File: src/rtl/packet_encoder.sv
// Builds one router packet per encode request: a header word followed by
// NUMBER_PACKET-1 payload words read from memory, all streamed into input FIFO 0.
module packet_encoder #(
  parameter int AURORA_DATA_WIDTH      = 64,
  parameter int ADDR_WIDTH             = 10,
  parameter int NUMBER_PACKET          = 19,
  parameter int RECOGNIZE_ROUTER_WIDTH = 2,
  parameter logic [RECOGNIZE_ROUTER_WIDTH-1:0] ROUTER_ID = 2'b00,
  parameter logic [1:0] INIT_TTL       = 2'b11
) (
  input  logic                         clk,
  input  logic                         rst_n,
  input  logic                         ctrl_encode_valid_i,
  output logic                         ctrl_encode_ready_o,
  input  logic [ADDR_WIDTH-1:0]        enc_src_addr,
  input  logic [ADDR_WIDTH-1:0]        enc_dst_addr,
  output logic                         encode_done,
  output logic                         mem_rd_en,
  output logic [ADDR_WIDTH-1:0]        mem_rd_addr,
  input  logic [AURORA_DATA_WIDTH-1:0] mem_rd_data,
  input  logic                         fifo_full,
  output logic                         fifo_wr_en,
  output logic [AURORA_DATA_WIDTH-1:0] fifo_wr_data
);

  localparam int CW = 5;
  localparam logic [CW-1:0] LAST_CNT = CW'(NUMBER_PACKET - 2);

  typedef enum logic [2:0] {
    S_IDLE = 3'd0,
    S_HDR  = 3'd1,
    S_RD   = 3'd2,
    S_WAIT = 3'd3,
    S_WR   = 3'd4,
    S_DONE = 3'd5
  } state_t;

  state_t                         state, state_next;
  logic [CW-1:0]                  cnt;
  logic [ADDR_WIDTH-1:0]          src_q, dst_q;
  logic [AURORA_DATA_WIDTH-1:0]   data_reg;
  logic [AURORA_DATA_WIDTH-1:0]   header;

  always_comb begin
    header = '0;
    header[RECOGNIZE_ROUTER_WIDTH-1:0] = ROUTER_ID;
    header[6:2]   = 5'(NUMBER_PACKET - 1);
    header[8:7]   = INIT_TTL;
    header[18:9]  = 10'(dst_q);
    header[28:19] = 10'(src_q);
  end

  always_ff @(posedge clk) begin
    if (!rst_n) begin
      state    <= S_IDLE;
      cnt      <= '0;
      src_q    <= '0;
      dst_q    <= '0;
      data_reg <= '0;
    end else begin
      state <= state_next;
      if (state == S_IDLE && ctrl_encode_valid_i) begin
        src_q <= enc_src_addr;
        dst_q <= enc_dst_addr;
        cnt   <= '0;
      end
      if (state == S_WAIT) data_reg <= mem_rd_data;
      // Count advances only on an accepted payload write that is not the last one.
      if (state == S_WR && !fifo_full && cnt != LAST_CNT) cnt <= cnt + 1'b1;
    end
  end

  always_comb begin
    state_next          = state;
    ctrl_encode_ready_o = 1'b0;
    encode_done         = 1'b0;
    mem_rd_en           = 1'b0;
    mem_rd_addr         = '0;
    fifo_wr_en          = 1'b0;
    fifo_wr_data        = '0;
    case (state)
      S_IDLE: begin
        ctrl_encode_ready_o = 1'b1;
        if (ctrl_encode_valid_i) state_next = S_HDR;
      end
      S_HDR: begin
        fifo_wr_data = header;
        fifo_wr_en   = !fifo_full;
        if (!fifo_full) state_next = S_RD;
      end
      S_RD: begin
        mem_rd_en   = 1'b1;
        mem_rd_addr = src_q + ADDR_WIDTH'(cnt);
        state_next  = S_WAIT;
      end
      S_WAIT: state_next = S_WR;
      S_WR: begin
        fifo_wr_data = data_reg;
        fifo_wr_en   = !fifo_full;
        if (!fifo_full) state_next = (cnt == LAST_CNT) ? S_DONE : S_RD;
      end
      S_DONE: begin
        encode_done = 1'b1;
        state_next  = S_IDLE;
      end
      default: state_next = S_IDLE;
    endcase
  end

endmodule

File: config.mk
export PLATFORM = sky130hd
export DESIGN_NAME = packet_encoder
export DESIGN_NICKNAME = d
export VERILOG_FILES = /design/src/rtl/packet_encoder.sv
export SDC_FILE = /design/constraint.sdc
export NUM_CORES = 1
export LEC_CHECK = 0
export ABC_AREA = 0
export ABC_CLOCK_PERIOD_IN_PS = 4350
export CORE_MARGIN = 3
export CORE_UTILIZATION = 48
export CTS_CLUSTER_SIZE = 24
export DETAILED_ROUTE_END_ITERATION = 10
export HOLD_SLACK_MARGIN = 0.02
export PLACE_DENSITY = 0.86
export SETUP_SLACK_MARGIN = 0.02
export SYNTH_ARGS = -nofsm -noshare
export SYNTH_HDL_FRONTEND = slang
export SYNTH_SLANG_ARGS = --single-unit
File: constraint.sdc
create_clock -name clk -period 4.35 [get_ports clk]
set_clock_uncertainty 0.1 [all_clocks]
set_input_delay 0.87 -clock clk [delete_from_list [all_inputs] [get_ports clk]]
set_output_delay 0.87 -clock clk [all_outputs]
set_load 0.02 [all_outputs]
==> impl_metrics.py <==
# Synthesis and PnR figures
metrics = {
    "global_routing": {
        "grt_pass1_wl_mm": 20.0,
        "grt_usage_pct": 23.9,
        "met2_usage_pct": 39.6,
        "grt_max_degree": 65,
    },
    "setup_path": {
        "crit_buf_inv": 2,
        "cp-start-kind": "flip-flop",
        "timing_worst_setup_path_type": "flip-flop to primary output",
        "crit_slowest_cell": "clkdlybuf4s50_1",
        "cp.required_ps": 3380,
    },
    "yosys": {
        "async_reset_ff_share_pct": 0,
        "ys.flops": 92,
        "ys_chip_area_mm2": 0.00450,
        "synth_area_mm2": 0.00450,
    },
    "sta": {
        "fin_hold_ws_ps": 361,
        "worst_slack_ps": 593,
        "setup-tns-final_ps": 0,
        "rsz0062_at_grt": "false",
        "tightest_slew_ps": 1180,
        "period_used_pct": 86.4,
        "slew_viol_final": 0,
        "slew_headroom_pct": 21.1,
    },
    "place": {
        "gp_congestion": 0.876,
        "place_ws_ps": 981,
        "dp_hpwl_mm": 8.85,
    },
    "cts": {
        "cts.sinks": 92,
        "insertion_delay_ps": 340,
        "clkTransAtPathRegs_ps": 80,
        "cts_buffer_depth": 2,
        "ctsResizeCount": 0,
        "numCtsBuffers": 9,
    },
    "die": {
        "chipArea_mm2": 0.0106,
        "die_w_um": 103,
        "chipHeight_um": 103,
        "fp_util_pct": 50.6,
    },
    "layout": {
        "flop_area_mm2": 0.00184,
        "fillers": 694,
        "insertedDiodeCount": 0,
    },
    "routing": {
        "vias": 4210,
        "drc": 0,
        "wire_per_inst_um": 15.3,
    },
    "job": {
        "tool_warnings": 27,
    },
    "status": {
        "outcome": "completed",
    },
}
[power breakdown]
part	total, mW	internal (mW)	switching [mW]
logic	0.619	0.279	0.340
registers	0.985	0.914	0.0712
clock network	0.598	0.298	0.299
total	2.20	1.49	0.711
[Yosys cell counts (all sizes together) (3+ instances only)]
cell type,instances,area share [%]
buf,23,2.8
nor3,5,0.92
ha,7,1.9
and3,4,0.56
o21ai,8,0.97
nand2,175,15
nor3b,5,0.84
clkbuf,19,1.6
a21o,5,0.84
mux2i,5,1.1
a22o,20,3.9
nand3,3,0.33
inv,9,0.75
and2,44,6.1
a21boi,85,14
a21oi,3,0.33
nor2,10,0.84
a211oi,3,0.61
dfxtp,92,41
nor2b,4,0.56
[path summary, 6_finish.rpt]
check               start        endpoint  slack, ps  depth (start not counted)
max                cnt[0]  mem_rd_addr[8]        590                          8
min          data_reg[46]    data_reg[46]        360                          2
max reg2reg      state[0]    data_reg[24]       2090                          3
min reg2reg  data_reg[46]    data_reg[46]        360                          2
[logic make-up after synthesis]
group                      synth area share, %
AOI/OAI and AO/OA                         22.7
xor gates and xnor gates                 0.390
adders and majority gates                 2.39
buffers and inverters                     5.09
DFF                                       41.0
muxes                                     1.36
and+or+nand+nor                           27.1
[metal layers]
| layer | vias to the layer above | share of wire, % | wire length [um] |
|---|---|---|---|
| met1 | 1935 | 41 | 5060 |
| met4 | 0 | 1.6 | 197 |
| met2 | 139 | 50 | 6170 |
| li1 | 2120 | - | - |
| met3 | 16 | 7.9 | 979 |
| met5 | - | 0 | 0 |
[layout make-up]
type,instances,share of cell area [%]
multi-input combinational,414,38.4
tap,108,2.13
inverter,9,0.533
timing repair buffer,170,26.5
clock buffer,11,2.39
clock inverter,5,0.947
sequential,92,29.0
Clock distribution:
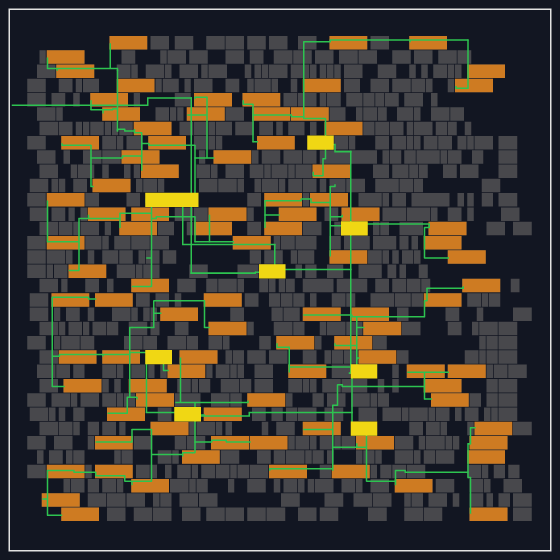
[clock wires] green | length: 1050 um
[cells driving clock nets] yellow | count: 9
[flip-flops] orange | count: 92
flops lie: spread over the die
routed clock nets: 10

Cell placement:
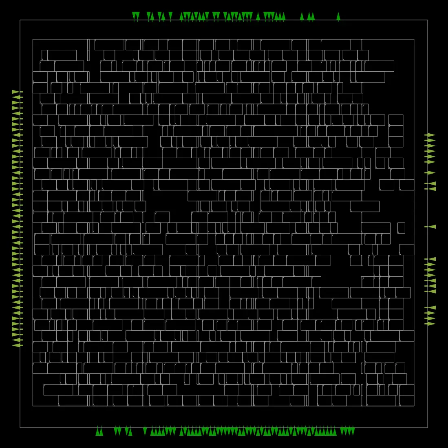
row cnt: 34
Final Util: 71.3%
Core Region: 0.00889 mm^2
n_taps: 108

Floorplan with the power grid:
Pins as bars on the die edge. Tap cells in gray.
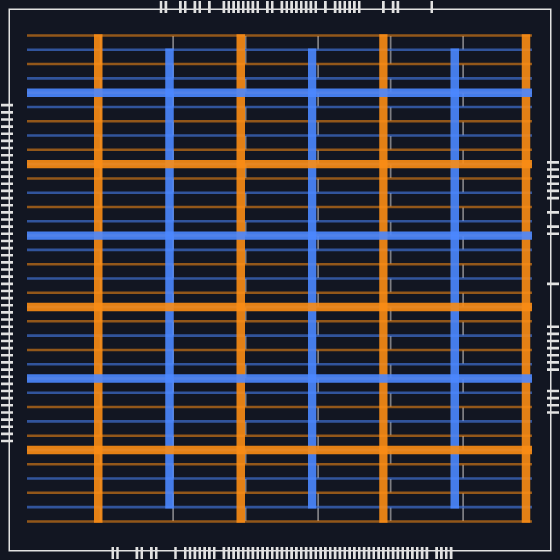
| net | color |
|---|---|
| VDD | blue |
| VSS | orange |
met4 straps: 7
rows: 34

